[src/rtl/fc_dbuf_sequencer.sv]
`default_nettype none
// ============================================================================
// Module   : fc_dbuf_sequencer
// Function : Control sequencer for a single-MAC fully-connected datapath.
//            Loads N-element x vectors into a bank flagged buffer and
//            sequences M dot products per vector. It drives the x-buffer and
//            W ROM addresses, the accumulator clear and enable, and the
//            result handshake.
// Options  : FC_DBUF_EN - two x banks, so vector k+1 loads while vector k
//            computes. When undefined, one bank and serialized load/compute.
// Revision : 1.0 - initial release
// ============================================================================
module fc_dbuf_sequencer #(
    parameter int M   = 4,
    parameter int N   = 4,
    parameter int LAT = 2
) (
    input  logic                      clk,
    input  logic                      reset,
    input  logic                      input_valid,
    output logic                      input_ready,
    output logic                      output_valid,
    input  logic                      output_ready,
    output logic                      wr_en_x,
    output logic [$clog2(N)-1:0]      addr_x_wr,
    output logic                      bank_wr,
    output logic [$clog2(N)-1:0]      addr_x_rd,
    output logic                      bank_rd,
    output logic [$clog2(M*N)-1:0]    addr_w,
    output logic                      clear_acc,
    output logic                      en_acc,
    output logic [$clog2(M)-1:0]      out_row,
    output logic                      out_last
);

    localparam int c_XW = $clog2(N);
    localparam int c_WW = $clog2(M*N);
    localparam int c_RW = $clog2(M);
    localparam int c_DW = $clog2(LAT+1);

    localparam logic [c_XW-1:0] c_COL_LAST   = c_XW'(N-1);
    localparam logic [c_RW-1:0] c_ROW_LAST   = c_RW'(M-1);
    localparam logic [c_DW-1:0] c_DRAIN_LAST = c_DW'(LAT-1);

    typedef enum logic [2:0] {
        S_IDLE  = 3'd0,
        S_CLEAR = 3'd1,
        S_ISSUE = 3'd2,
        S_DRAIN = 3'd3,
        S_OUT   = 3'd4
    } state_t;

    state_t            r_state;
    state_t            w_state_nxt;
    logic [c_XW-1:0]   r_wcnt;
    logic [c_XW-1:0]   r_col;
    logic [c_RW-1:0]   r_row;
    logic [c_DW-1:0]   r_dcnt;
    logic [LAT-1:0]    r_issue_sr;

    logic w_full_wr;
    logic w_full_rd;
    logic w_bank_wr;
    logic w_bank_rd;
    logic w_accept;
    logic w_load_done;
    logic w_release;
    logic w_issue;

    // Held low during reset so nothing is accepted until reset is released
    assign input_ready = ~reset & ~w_full_wr;
    assign w_accept    = input_valid & input_ready;
    assign w_load_done = w_accept & (r_wcnt == c_COL_LAST);
    assign w_release   = (r_state == S_OUT) & output_ready & (r_row == c_ROW_LAST);
    assign w_issue     = (r_state == S_ISSUE);

`ifdef FC_DBUF_EN
    logic [1:0] r_full;
    logic       r_bank_wr;
    logic       r_bank_rd;

    // Bank flags: loader sets its bank, compute releases its bank; never the same bank
    always_ff @(posedge clk or posedge reset) begin
        if (reset) begin
            r_full    <= 2'b00;
            r_bank_wr <= 1'b0;
            r_bank_rd <= 1'b0;
        end else begin
            if (w_load_done) begin
                r_full[r_bank_wr] <= 1'b1;
                r_bank_wr         <= ~r_bank_wr;
            end
            if (w_release) begin
                r_full[r_bank_rd] <= 1'b0;
                r_bank_rd         <= ~r_bank_rd;
            end
        end
    end

    assign w_bank_wr = r_bank_wr;
    assign w_bank_rd = r_bank_rd;
    assign w_full_wr = r_full[r_bank_wr];
    assign w_full_rd = r_full[r_bank_rd];
`else
    logic r_full;

    // Single bank flag: set when a vector finishes loading, cleared after its last row
    always_ff @(posedge clk or posedge reset) begin
        if (reset) begin
            r_full <= 1'b0;
        end else if (w_load_done) begin
            r_full <= 1'b1;
        end else if (w_release) begin
            r_full <= 1'b0;
        end
    end

    assign w_bank_wr = 1'b0;
    assign w_bank_rd = 1'b0;
    assign w_full_wr = r_full;
    assign w_full_rd = r_full;
`endif

    // Loader element counter; a partial vector is lost on reset
    always_ff @(posedge clk or posedge reset) begin
        if (reset) begin
            r_wcnt <= '0;
        end else if (w_load_done) begin
            r_wcnt <= '0;
        end else if (w_accept) begin
            r_wcnt <= r_wcnt + 1'b1;
        end
    end

    // Compute FSM state register
    always_ff @(posedge clk or posedge reset) begin
        if (reset) begin
            r_state <= S_IDLE;
        end else begin
            r_state <= w_state_nxt;
        end
    end

    // Compute FSM next-state decode
    always_comb begin
        w_state_nxt = r_state;
        case (r_state)
            S_IDLE:  if (w_full_rd)              w_state_nxt = S_CLEAR;
            S_CLEAR:                             w_state_nxt = S_ISSUE;
            S_ISSUE: if (r_col == c_COL_LAST)    w_state_nxt = S_DRAIN;
            S_DRAIN: if (r_dcnt == c_DRAIN_LAST) w_state_nxt = S_OUT;
            S_OUT: begin
                if (output_ready) begin
                    w_state_nxt = (r_row == c_ROW_LAST) ? S_IDLE : S_CLEAR;
                end
            end
            default:                             w_state_nxt = S_IDLE;
        endcase
    end

    // Row, column and drain counters advanced by the compute state
    always_ff @(posedge clk or posedge reset) begin
        if (reset) begin
            r_row  <= '0;
            r_col  <= '0;
            r_dcnt <= '0;
        end else begin
            case (r_state)
                S_IDLE:  r_row  <= '0;
                S_CLEAR: r_col  <= '0;
                S_ISSUE: begin
                    r_col  <= r_col + 1'b1;
                    r_dcnt <= '0;
                end
                S_DRAIN: r_dcnt <= r_dcnt + 1'b1;
                S_OUT: begin
                    if (output_ready && (r_row != c_ROW_LAST)) begin
                        r_row <= r_row + 1'b1;
                    end
                end
                default: ;
            endcase
        end
    end

    // Issue-valid delay line: en_acc lines up with product arrival LAT cycles later
    always_ff @(posedge clk or posedge reset) begin
        if (reset) begin
            r_issue_sr <= '0;
        end else begin
            r_issue_sr[0] <= w_issue;
            for (int i = 1; i < LAT; i++) begin
                r_issue_sr[i] <= r_issue_sr[i-1];
            end
        end
    end

    assign wr_en_x      = w_accept;
    assign addr_x_wr    = r_wcnt;
    assign bank_wr      = w_bank_wr;
    assign bank_rd      = w_bank_rd;
    assign addr_x_rd    = w_issue ? r_col : '0;
    assign addr_w       = w_issue ? (c_WW'(r_row) * c_WW'(N) + c_WW'(r_col)) : '0;
    assign clear_acc    = (r_state == S_CLEAR);
    assign en_acc       = r_issue_sr[LAT-1];
    assign output_valid = (r_state == S_OUT);
    assign out_row      = output_valid ? r_row : '0;
    assign out_last     = output_valid & (r_row == c_ROW_LAST);

endmodule
`default_nettype wire

[config.mk]
export PLATFORM = sky130hd
export DESIGN_NAME = fc_dbuf_sequencer
export DESIGN_NICKNAME = d
export VERILOG_FILES = /design/src/rtl/fc_dbuf_sequencer.sv
export SDC_FILE = /design/constraint.sdc
export NUM_CORES = 1
export LEC_CHECK = 0
export CAP_MARGIN = 20
export CORE_ASPECT_RATIO = 1.4
export CORE_MARGIN = 2
export CORE_UTILIZATION = 35
export CTS_CLUSTER_DIAMETER = 60
export DETAILED_ROUTE_END_ITERATION = 6
export GPL_ROUTABILITY_DRIVEN = 0
export GPL_TIMING_DRIVEN = 1
export SLEW_MARGIN = 20
export SYNTH_ARGS = -nofsm -noshare
export SYNTH_HDL_FRONTEND = slang
export SYNTH_SLANG_ARGS = --single-unit
[constraint.sdc]
create_clock -name clk -period 2.85 [get_ports clk]
set_input_delay 0.57 -clock clk [delete_from_list [all_inputs] [get_ports clk]]
set_output_delay 0.57 -clock clk [all_outputs]
set_load 0.005 [all_outputs]
Figure 1. Port wiring (run 1).
Drawn at 6 px/micron.
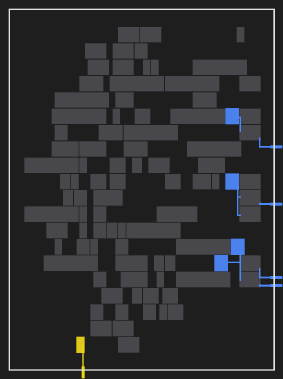
| port | colour | bits | direction | edge | end cells | buffers | wire |
|---|---|---|---|---|---|---|---|
| addr_w | blue | 4 | output | right | 4 | 4 | 27.7 microns |
| bank_rd | yellow | 1 | output | bottom | 1 | 0 | 3.60 microns |
Port Buffer Count: 19
Ports: 22

Figure 2. Cell sizes after repair (run 1).
Drawn at 6 px/micron.
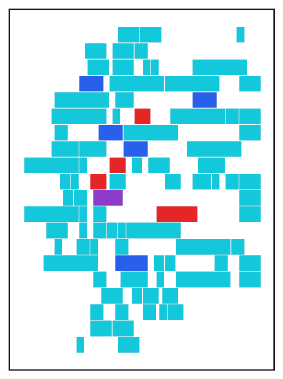
| size | colour | cells | share |
|---|---|---|---|
| drive 1 or less | cyan | 82 | 89% |
| drive 6 and up | purple | 1 | 1.1% |
| drive 3 to 4 | red | 4 | 4.3% |
| drive 2 | blue | 5 | 5.4% |
nonclk buf count: 19
fin worst setup slack: 0.405 ns
area growth from synthesis to layout: 26.0%
post-route cell area: 983 sq um

Figure 3. Placement view (run 1).
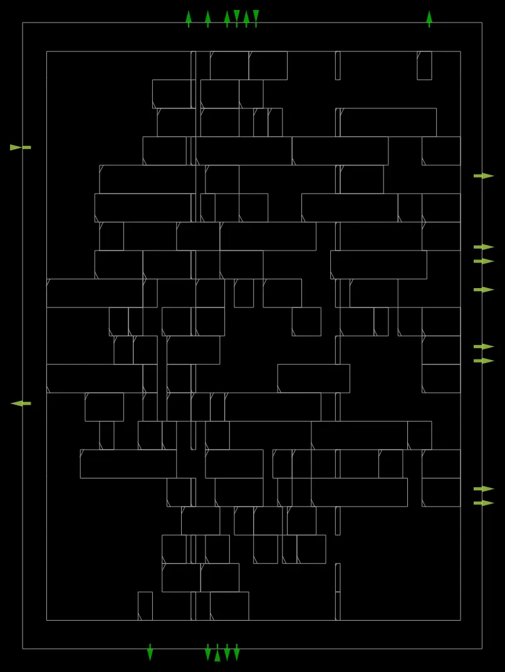
Non-Filler Instances: 114
Final Util: 0.457

Figure 4. M1 wires (run 1).
Drawn at 10 px/micron. Supply wires on this layer in grey. Cells faint in the background.
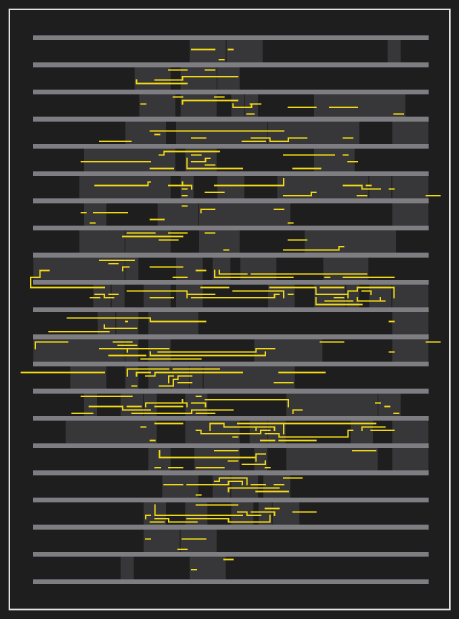
wire length on this layer: 597 microns
share of all routed wire: 45%
nets with wire on the layer: 89
longest straight run: 13.8 microns
main direction: horizontal
final wirelength: 1330 microns
Via Count: 579
met1 usage: 0.143

==> run 1: critical path: stages (launching register included) <==
cell and delay, ns:
dfrtp_1 0.55, nor3b_4 0.37, and2_1 0.19, clkdlybuf4s50_1 0.50
==> run 1: routing by layer <==
metal | track usage | vias up
met5 | 0 | -
li1 | - | 291
met1 | 0.143 | 274
met4 | 0.0519 | 0
met3 | 0.0272 | 2
met2 | 0.195 | 12
==> run 1: layout make-up <==
cell class	instances	area, sq um
clock buffers	4	36.3
fillers	208	1170
well taps	22	27.5
repair buffers	19	190
multi-input cells	52	368
flip-flops and latches	14	350
inverters	3	11.3
==> impl_metrics.env, run 1 <==
# source this file to load flow results
export IMPL_min_delay_start="r_issue_sr[0]$_DFF_PP0_"
export IMPL_critPathRequiredTime_ns=2.28
export IMPL_worstSetupStartpointType="flip-flop"
export IMPL_layout_cells_most_common="clkdlybuf4s50_1"
export IMPL_outcome="finished clean"
export IMPL_cap_violations=0
export IMPL_cts_tree="yes"
export IMPL_p_sw_frac=0.332
export IMPL_synth_cell_area_sq_um=781
export IMPL_h_tree_depth=1
export IMPL_first_global_vias=521
export IMPL_async_flop_share=1.00
export IMPL_cts_root_buffer="clkbuf_4"
export IMPL_topRoutingLayerUsed="met4"
export IMPL_dp_hpwl_microns=1030
export IMPL_die_h_microns=59.9
export IMPL_synth_flops=14
export IMPL_grt_pass1_wl_microns=2280
export IMPL_synth_seq_share=0.449
export IMPL_power_total_w=0.000921
export IMPL_dr_pass1_iters=4
export IMPL_critPathKind="reg2out"
export IMPL_cts_buffers=3
export IMPL_min_to="r_issue_sr[1]$_DFF_PP0_"
export IMPL_ys_top_cells_by_count="14 x dfrtp_1, 6 x nand2_1, 5 x and2_1, 5 x o21ai_0"
export IMPL_core_area_sq_um=2150
export IMPL_adder_share=0.0641
Figure 5. Local utilization (run 1).
Drawn at 6 px/micron. The die is cut into 9 by 12 equal tiles; dark blue is low, red is high, 0 to 100% covered.
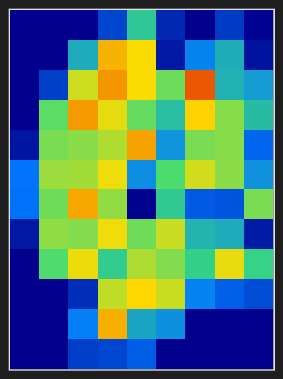

==> run 2, diff against run 1 <==
--- a/config.mk
+++ b/config.mk
@@ -7,7 +7,6 @@
 export LEC_CHECK = 0
 export CAP_MARGIN = 20
 export CORE_ASPECT_RATIO = 1.4
-export CORE_MARGIN = 2
 export CORE_UTILIZATION = 35
 export CTS_CLUSTER_DIAMETER = 60
 export DETAILED_ROUTE_END_ITERATION = 6
==> constraint.sdc (replaced) <==
create_clock -name clk -period 3.1 [get_ports clk]
set_input_delay 0.62 -clock clk [delete_from_list [all_inputs] [get_ports clk]]
set_output_delay 0.62 -clock clk [all_outputs]
set_load 0.005 [all_outputs]
Figure 6. Local utilization (run 2).
Drawn at 6 px/micron. The die is cut into 8 by 12 equal tiles; dark blue is low, red is high, 0 to 100% covered.
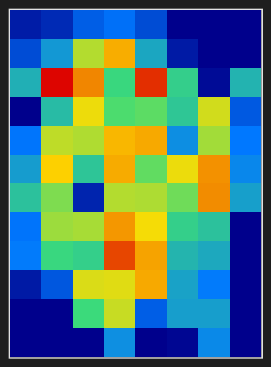
densest ninth of the die: middle
mean over tiles: 39%
fullest tile: 100%
nearly empty tiles: 19%
tiles over 75% full: 15%
Core ar.: 2020 sq um
Final Util: 0.486
Init Core Util: 0.386

==> run 2 against run 1 <==
Compared with the run above: first-iteration DRC count shrank 60%; via count grew 3.1%; sequential power shrank 7.9%; critical path depth grew 1; count of clock-buffer cells in the layout is the same; worst setup slack gained 0.19 ns; clock skew shrank 0.00086 ns; hold slack lost 0.0010 ns; sequential share of layout area is essentially flat.
==> impl_metrics.env, run 2 <==
# source this file to load flow results
export IMPL_combGateArea_sq_um=368
export IMPL_topRoutingLayerUsed="met4"
export IMPL_outcome="finished clean"
export IMPL_h_tree_depth=1
export IMPL_buffers_excl_clock=19
export IMPL_ios=22
export IMPL_wl_microns=1390
export IMPL_cts_root_buffer="clkbuf_4"
export IMPL_ys_top_cells_by_count="14 x dfrtp_1, 6 x nand2_1, 5 x and2_1, 5 x o21ai_0"
export IMPL_clkCellAreaFrac=0.0369
export IMPL_grt_pass1_wl_microns=2270
export IMPL_dr_pass1_iters=4
export IMPL_flops=14
export IMPL_detailroute_via_count=597
export IMPL_synth_seq_share=0.449
export IMPL_layout_cells_most_common="clkdlybuf4s50_1"
export IMPL_cap_violations=0
export IMPL_buf_share=0.194
export IMPL_critPathRequiredTime_ns=2.48
export IMPL_synth_cell_area_sq_um=781
export IMPL_regArea_sq_um=350
export IMPL_die_h_microns=57.9
export IMPL_busiest_layer="met2"
Figure 7. Placement view (run 2).
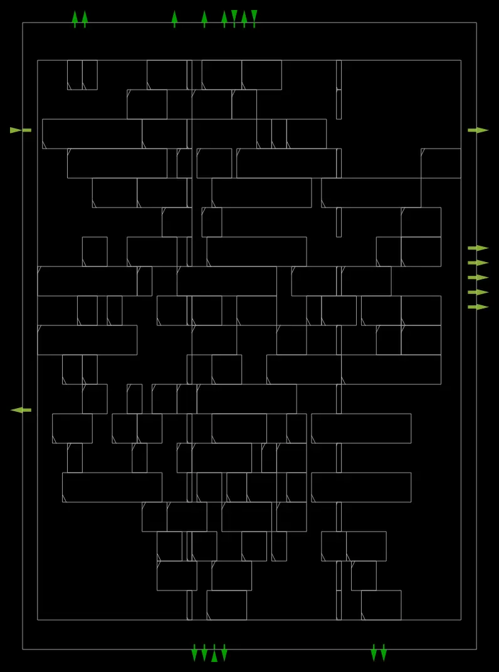
filler cell count: 194
Non-Filler Instances: 113

## run 2: path summary, 6_finish.rpt
check                                        startpoint                       end  cells after the start
worst max-delay path                              reset                   wr_en_x                      4
worst min-delay path            r_issue_sr[0]$_DFF_PP0_   r_issue_sr[1]$_DFF_PP0_                      0
worst max register to register   r_state[2]$_DFFE_PP0P_      r_col[0]$_DFFE_PP0P_                      3
worst min register to register  r_issue_sr[0]$_DFF_PP0_   r_issue_sr[1]$_DFF_PP0_                      0
max in group asynchronous                         reset     r_dcnt[1]$_DFFE_PP0P_                      2
min in group asynchronous                         reset  addr_x_wr[0]$_DFFE_PP0P_                      2
## run 2: critical path, stage by stage
cell	delay (ns)
clkdlybuf4s50_1	0.42
nor2_1	0.11
and2_1	0.22
clkdlybuf4s50_1	0.52
Power and IR drop assume default switching activity.
